$ cat src/rtl/alu_seq.sv
// alu_seq -- multi-cycle ALU with valid/ready handshakes on both sides.
//
// Executes one operation at a time. NOP/ADD/SUB/AND/OR/NOT finish in one
// cycle. MUL (shift-add) and DIV (restoring) take WIDTH iterations.
// Status flags are reported with the result.
//
// Optional feature macro: ALU_HI_RESULT_EN
//   When defined, adds port result_hi. For MUL it carries the upper half of
//   the product. For DIV it carries the remainder, or A when B==0. It is 0
//   for every other op.
//
// Ports
//   clk        clock, all logic on posedge
//   rst        synchronous active-high reset
//   in_valid   request valid          in_ready   block can accept a request
//   op         3-bit opcode           operand_1  A, operand_2 B
//   out_valid  result valid           out_ready  consumer takes the result
//   result     WIDTH-bit result
//   flag_zero / flag_carry / flag_ovf / flag_div0   status flags
//   result_hi  (ALU_HI_RESULT_EN only) high product / remainder
module alu_seq #(
    parameter int WIDTH = 16
) (
    input  logic             clk,
    input  logic             rst,
    input  logic             in_valid,
    output logic             in_ready,
    input  logic [2:0]       op,
    input  logic [WIDTH-1:0] operand_1,
    input  logic [WIDTH-1:0] operand_2,
    output logic             out_valid,
    input  logic             out_ready,
    output logic [WIDTH-1:0] result,
    output logic             flag_zero,
    output logic             flag_carry,
    output logic             flag_ovf,
    output logic             flag_div0
`ifdef ALU_HI_RESULT_EN
    ,
    output logic [WIDTH-1:0] result_hi
`endif
);

    localparam int CNT_W = $clog2(WIDTH);

    localparam logic [2:0] OP_NOP = 3'b000;
    localparam logic [2:0] OP_ADD = 3'b001;
    localparam logic [2:0] OP_SUB = 3'b010;
    localparam logic [2:0] OP_MUL = 3'b011;
    localparam logic [2:0] OP_DIV = 3'b100;
    localparam logic [2:0] OP_AND = 3'b101;
    localparam logic [2:0] OP_OR  = 3'b110;
    localparam logic [2:0] OP_NOT = 3'b111;

    typedef enum logic [1:0] {S_IDLE, S_BUSY, S_DONE} state_t;

    state_t             r_state;
    logic [2:0]         r_op;
    logic [WIDTH-1:0]   r_a;
    logic [WIDTH-1:0]   r_b;
    logic [CNT_W-1:0]   r_cnt;
    // MUL: running product {hi, lo}; B sits in the low half and shifts out.
    // DIV: {partial remainder, quotient}; A sits in the low half and
    // shifts out as quotient bits shift in.
    logic [2*WIDTH-1:0] r_acc;
    logic [WIDTH-1:0]   r_result;
    logic               r_zero;
    logic               r_carry;
    logic               r_ovf;
    logic               r_div0;
`ifdef ALU_HI_RESULT_EN
    logic [WIDTH-1:0]   r_result_hi;
`endif

    logic               w_accept;
    logic [WIDTH-1:0]   w_fast_res;
    logic               w_fast_carry;
    logic [WIDTH:0]     w_wide;
    logic [WIDTH:0]     w_mul_sum;
    logic [2*WIDTH-1:0] w_mul_next;
    logic [WIDTH:0]     w_div_shift;
    logic               w_div_ge;
    logic [WIDTH-1:0]   w_div_diff;
    logic [2*WIDTH-1:0] w_div_next;
    logic [2*WIDTH-1:0] w_step_next;
    logic               w_last;

    assign in_ready  = (r_state == S_IDLE) || ((r_state == S_DONE) && out_ready);
    assign out_valid = (r_state == S_DONE);
    assign w_accept  = in_valid && in_ready;
    assign w_last    = (r_cnt == CNT_W'(WIDTH - 1));

    assign result     = r_result;
    assign flag_zero  = r_zero;
    assign flag_carry = r_carry;
    assign flag_ovf   = r_ovf;
    assign flag_div0  = r_div0;
`ifdef ALU_HI_RESULT_EN
    assign result_hi  = r_result_hi;
`endif

    // Single-cycle ops are evaluated straight from the request inputs.
    always_comb begin
        w_fast_res   = '0;
        w_fast_carry = 1'b0;
        w_wide       = '0;
        case (op)
            OP_ADD: begin
                w_wide       = {1'b0, operand_1} + {1'b0, operand_2};
                w_fast_res   = w_wide[WIDTH-1:0];
                w_fast_carry = w_wide[WIDTH];
            end
            OP_SUB: begin
                // Bit WIDTH of the wrapped difference is the borrow (A<B).
                w_wide       = {1'b0, operand_1} - {1'b0, operand_2};
                w_fast_res   = w_wide[WIDTH-1:0];
                w_fast_carry = w_wide[WIDTH];
            end
            OP_AND:  w_fast_res = operand_1 & operand_2;
            OP_OR:   w_fast_res = operand_1 | operand_2;
            OP_NOT:  w_fast_res = ~operand_1;
            default: w_fast_res = '0;
        endcase
    end

    // One iteration of the MUL or DIV datapath.
    always_comb begin
        // Shift-add: add A to the high half when the current B bit is set,
        // then shift the whole product right by one.
        w_mul_sum  = {1'b0, r_acc[2*WIDTH-1:WIDTH]} + {1'b0, (r_acc[0] ? r_a : '0)};
        w_mul_next = {w_mul_sum, r_acc[WIDTH-1:1]};

        // Restoring division: shift the next dividend bit into the
        // remainder and subtract B if it fits. Because the remainder stays
        // below B, the difference always fits in WIDTH bits. With B==0 every
        // step subtracts nothing. The quotient then becomes all ones and the
        // remainder collects A.
        w_div_shift = {r_acc[2*WIDTH-1:WIDTH], r_acc[WIDTH-1]};
        w_div_ge    = (w_div_shift >= {1'b0, r_b});
        w_div_diff  = w_div_shift[WIDTH-1:0] - r_b;
        w_div_next  = w_div_ge ? {w_div_diff, r_acc[WIDTH-2:0], 1'b1}
                               : {w_div_shift[WIDTH-1:0], r_acc[WIDTH-2:0], 1'b0};

        w_step_next = (r_op == OP_MUL) ? w_mul_next : w_div_next;
    end

    always_ff @(posedge clk) begin
        if (rst) begin
            r_state  <= S_IDLE;
            r_op     <= OP_NOP;
            r_a      <= '0;
            r_b      <= '0;
            r_cnt    <= '0;
            r_acc    <= '0;
            r_result <= '0;
            r_zero   <= 1'b0;
            r_carry  <= 1'b0;
            r_ovf    <= 1'b0;
            r_div0   <= 1'b0;
`ifdef ALU_HI_RESULT_EN
            r_result_hi <= '0;
`endif
        end else if (w_accept) begin
            // An accept is only possible from IDLE, or from DONE when the
            // result is being consumed on the same cycle.
            r_op  <= op;
            r_a   <= operand_1;
            r_b   <= operand_2;
            r_cnt <= '0;
            if (op == OP_MUL || op == OP_DIV) begin
                r_state <= S_BUSY;
                r_acc   <= (op == OP_MUL) ? {{WIDTH{1'b0}}, operand_2}
                                          : {{WIDTH{1'b0}}, operand_1};
            end else begin
                r_state  <= S_DONE;
                r_result <= w_fast_res;
                r_zero   <= (w_fast_res == '0);
                r_carry  <= w_fast_carry;
                r_ovf    <= 1'b0;
                r_div0   <= 1'b0;
`ifdef ALU_HI_RESULT_EN
                r_result_hi <= '0;
`endif
            end
        end else begin
            case (r_state)
                S_BUSY: begin
                    r_acc <= w_step_next;
                    r_cnt <= r_cnt + CNT_W'(1);
                    if (w_last) begin
                        r_state  <= S_DONE;
                        r_result <= w_step_next[WIDTH-1:0];
                        r_zero   <= (w_step_next[WIDTH-1:0] == '0);
                        r_carry  <= 1'b0;
                        r_ovf    <= (r_op == OP_MUL) && (|w_step_next[2*WIDTH-1:WIDTH]);
                        r_div0   <= (r_op == OP_DIV) && (r_b == '0);
`ifdef ALU_HI_RESULT_EN
                        r_result_hi <= w_step_next[2*WIDTH-1:WIDTH];
`endif
                    end
                end
                S_DONE: begin
                    if (out_ready) begin
                        r_state <= S_IDLE;
                    end
                end
                default: ;
            endcase
        end
    end

endmodule

$ cat config.mk
export PLATFORM = sky130hd
export DESIGN_NAME = alu_seq
export DESIGN_NICKNAME = d
export VERILOG_FILES = /design/src/rtl/alu_seq.sv
export SDC_FILE = /design/constraint.sdc
export NUM_CORES = 1
export LEC_CHECK = 0
export CORE_MARGIN = 2
export CORE_UTILIZATION = 40
export CTS_BUF_LIST = sky130_fd_sc_hd__clkbuf_4 sky130_fd_sc_hd__clkbuf_8
export CTS_CLUSTER_SIZE = 10
export DETAILED_ROUTE_END_ITERATION = 7
export PLACE_DENSITY_LB_ADDON = 0.08
export SLEW_MARGIN = 10
export SYNTH_ARGS = -nofsm -noshare
export SYNTH_HDL_FRONTEND = slang
export SYNTH_SLANG_ARGS = --single-unit
$ cat constraint.sdc
create_clock -name clk -period 3.5 [get_ports clk]
set_input_delay 0.525 -clock clk [delete_from_list [all_inputs] [get_ports clk]]
set_output_delay 0.525 -clock clk [all_outputs]
set_load 0.02 [all_outputs]
closeup.png
Window x 63 to 88, y 63 to 88 um. Cells in grey, sequential cells in the stronger grey; small squares are vias.
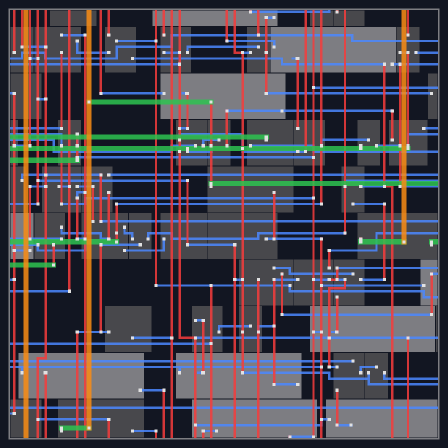
- red: M2
- orange: M4
- green: M3
- blue: M1
- netlist names of flops here include: `r_a` (2), `r_acc` (2), `r_b` (2)
- most frequent: nand2_1 (9), dfxtp_1 (7), a21oi_1 (6)
- cells with their middle in the window: 41
- sequential cells in the window: 7

ff_map.png
Scale: 2 px per um. Other sequential cells in the stronger grey, the rest of the logic in the fainter grey.
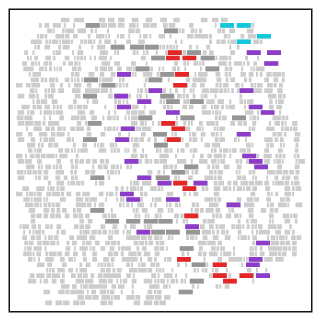
- purple: `r_acc` (flops 32)
- cyan: `r_cnt` (flops 4; where top right)
- red: `r_b` (flops 16)

==> deck_impl_summary.md <==
Key Metrics from the Run

Critical path
  – Crit path cell chain: clkdlybuf4s50_1 -> buf_4 -> fa_1 -> a21o_1 -> a21oi_2 -> nor3_1 -> nor2b_1 -> o2111ai_2 -> or3_1 -> or4_4 -> nor4_4 -> nand3b_1 -> o32ai_2
  – WP data arrival: 3.75 ns
  – CP max-delay cell: or4_4
  – Worst setup path start: operand_1[1]
  – Worst reg2reg path depth: 13
  – Max FO, Critical Path: 6
  – RR Endpoint: flag_ovf
  – Reg-to-Reg Start: r_b[1]
  – Crit start category: input port
  – Crit path capture: flag_zero
  – Flop-to-flop setup slack: around 0.26 ns
  – Required time of the critical path: between 3 and 4 ns

Power
  – Highest-power group: combinational logic
  – Switching power total: 1440 uW
  – Leakage: 0.00473 uW
  – Clk network pwr share: between 20% and 30%
  – Comb pwr: 1730 uW
  – Switch share: 39.7%
  – Seq pwr share: 32.4%
  – Max VDD drop: 0.191 mV
  – Sequential logic power: roughly 1200 uW
  – Pint: around 2200 uW
  – Comb pwr share: 47.5%
  – Clock Power: 729 uW
  – PD cells: 329 mW/mm2
  – Total power draw: 3630 uW

Layout
  – Storage element area: 0.00186 mm2
  – Reg with most FFs: r_acc
  – Mi-comb count: 957
  – Commonest cells after routing, fill and taps aside: buf_4 (188), nand2_1 (185), a21oi_1 (119)
  – # diodes: 0
  – Clk tree area frac: 1.71%
  – Synth-to-Final Area Change: 28.6%
  – MI comb area: approximately 0.0063 mm2
  – Clock Buffer Count: 9
  – Inverters: between 70 and 80
  – Max FFs per register: 32
  – # fillers: approximately 2100
  – Fin cells: 1667
  – Fin area: 0.0110 mm2
  – Seq area share: 16.9%
  – Nets@finish: between 1500 and 2000
  – Most frequent logic cell in the layout: buf_4
  – Share of cells above drive strength 1: approximately a fifth
  – Final core area utilization: 52.5%
  – Non-clock buffer count: 251
  – Comb/total area: between 50% and 60%
  – Flop Count: 93

Route
  – DRC: 0
  – Iteration-0 DRC count of the detailed router: 498
  – Drt wl/cell: 18.0 um
  – Met1 wire length: 14100 um
  – Met3 wire len: 1210 um
  – Via count: ~9400
  – DR vias/cell: roughly 5.6
  – DR pass1 iterations: 5
  – Routed wl met2: 14200 um
  – Top Layer Used: met4
  – Number of routed nets with antenna violations: 0

Final timing
  – Worst Max-Slew Pin Slew: 1.08 ns
  – Final Hold Vio Count: 0
  – Crit share post-route: a little over nine tenths
  – Max-slew violation count: 0
  – Setup violators final: 0
  – RSZ-0062 raised after global routing: true
  – Fmax: 291 MHz
  – Slew margin rel.: approximately 28%
  – Hold slack: roughly 0.46 ns
  – Final WS setup: 0.0592 ns
  – Sum Neg Setup Slack: 0 ns
  – Min cycle time layout: about 3.4 ns
  – Setup Skew: 0.0170 ns

Floorplanning
  – I/O pin cnt: 61
  – Chip area: between 0.02 and 0.025 mm2
  – Taps Inserted: 275
  – Core Util at FP: 40.8%
  – Core area: 0.0210 mm2

Clock tree
  – Num CTS Buffers: 9
  – Post-cts hold-fix buffer tally: 0
  – # H-tree levels: 3
  – Setup bufs post-CTS: 0
  – Clock slew at reported path FFs: 0.12 ns
  – CTS resizes: 9
  – Worst-Skew Late Latency: 0.38 ns
  – CTS sink cnt: 93
  – Clock buffer depth: 2
  – CTS tree: done

Placement
  – DP Wirelength: ~24000 um
  – Area post-placement: 0.0106 mm2
  – RePlAce Congestion: 0.896
  – Port bufs: 60

Synthesis
  – Mapped cell area: 0.00859 mm2
  – Synth area leader: dfxtp_1
  – Post-synth regs: 93
  – Yosys Instances: ~1200
  – YS chip area: ~0.0086 mm2
  – Most instantiated cells after synthesis: nand2_1 (187), a21oi_1 (121), nor2_1 (94)
  – Post-Syn Nets: 1325
  – Syn. warnings: 0
  – Async SR Flop Fraction: 0%
  – Ranking of synthesized cells by area: dfxtp_1 (22%), ha_1 (12%), nand2_1 (8.2%)
  – Synth unique cells: 74
  – Register share after synthesis: 21.7%
  – Mapped Cells: 1198
  – Share of the synthesized area in the top cell type: 21.7%
  – Post-synth EDFFs: 0

Global route
  – Antenna violations before repair: 0
  – GRT Total Usage: 26.8%
  – M1 GR Usage: between 30 and 40%
  – Global routing usage on met2: between 40 and 50%
  – Layer with the highest usage: met2
  – Pin count of the biggest net entering global routing: roughly 94
  – Met3 Use GR: 1.73%
  – Vias in the first global route: 8765
  – Global route overflow: 0

Hold path
  – Hold_sp: r_a[6]
  – WHS Endpoint: r_a[6]
  – Worst hold path type: reg2reg

Outcome
  – Status: complete, no violations

Flow run
  – Max_cap viols: 0
  – Log Warnings: 62
m2.png
Scale: 2 px per um.
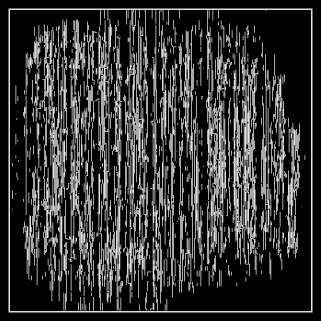
- longest straight run: 69.7 um
- nets with wire on the layer: 1201
- wire length on this layer: 14200 um
- main direction: vertical

## cells by family (layout without fill, tap and decap cells)
| kind of cell | Yosys count | in the layout | share of synthesized area (%) |
|---|---|---|---|
| simple gates | 457 | 457 | 24.7 |
| mux | 36 | 36 | 4.37 |
| buf+inv | 148 | 342 | 6.82 |
| compound gates | 351 | 351 | 26.7 |
| flops | 93 | 93 | 21.7 |
| fa+ha+maj | 88 | 88 | 13.2 |
| xor+xnor | 25 | 25 | 2.55 |
## critical path: cells and delay by family
kind	cells	cell delay [ns]
AOI/OAI and AO/OA	4	0.71
adders and majority gates	1	0.47
buffers and inverters	2	0.60
and+or+nand+nor	6	1.44
Power and IR drop assume default switching activity.
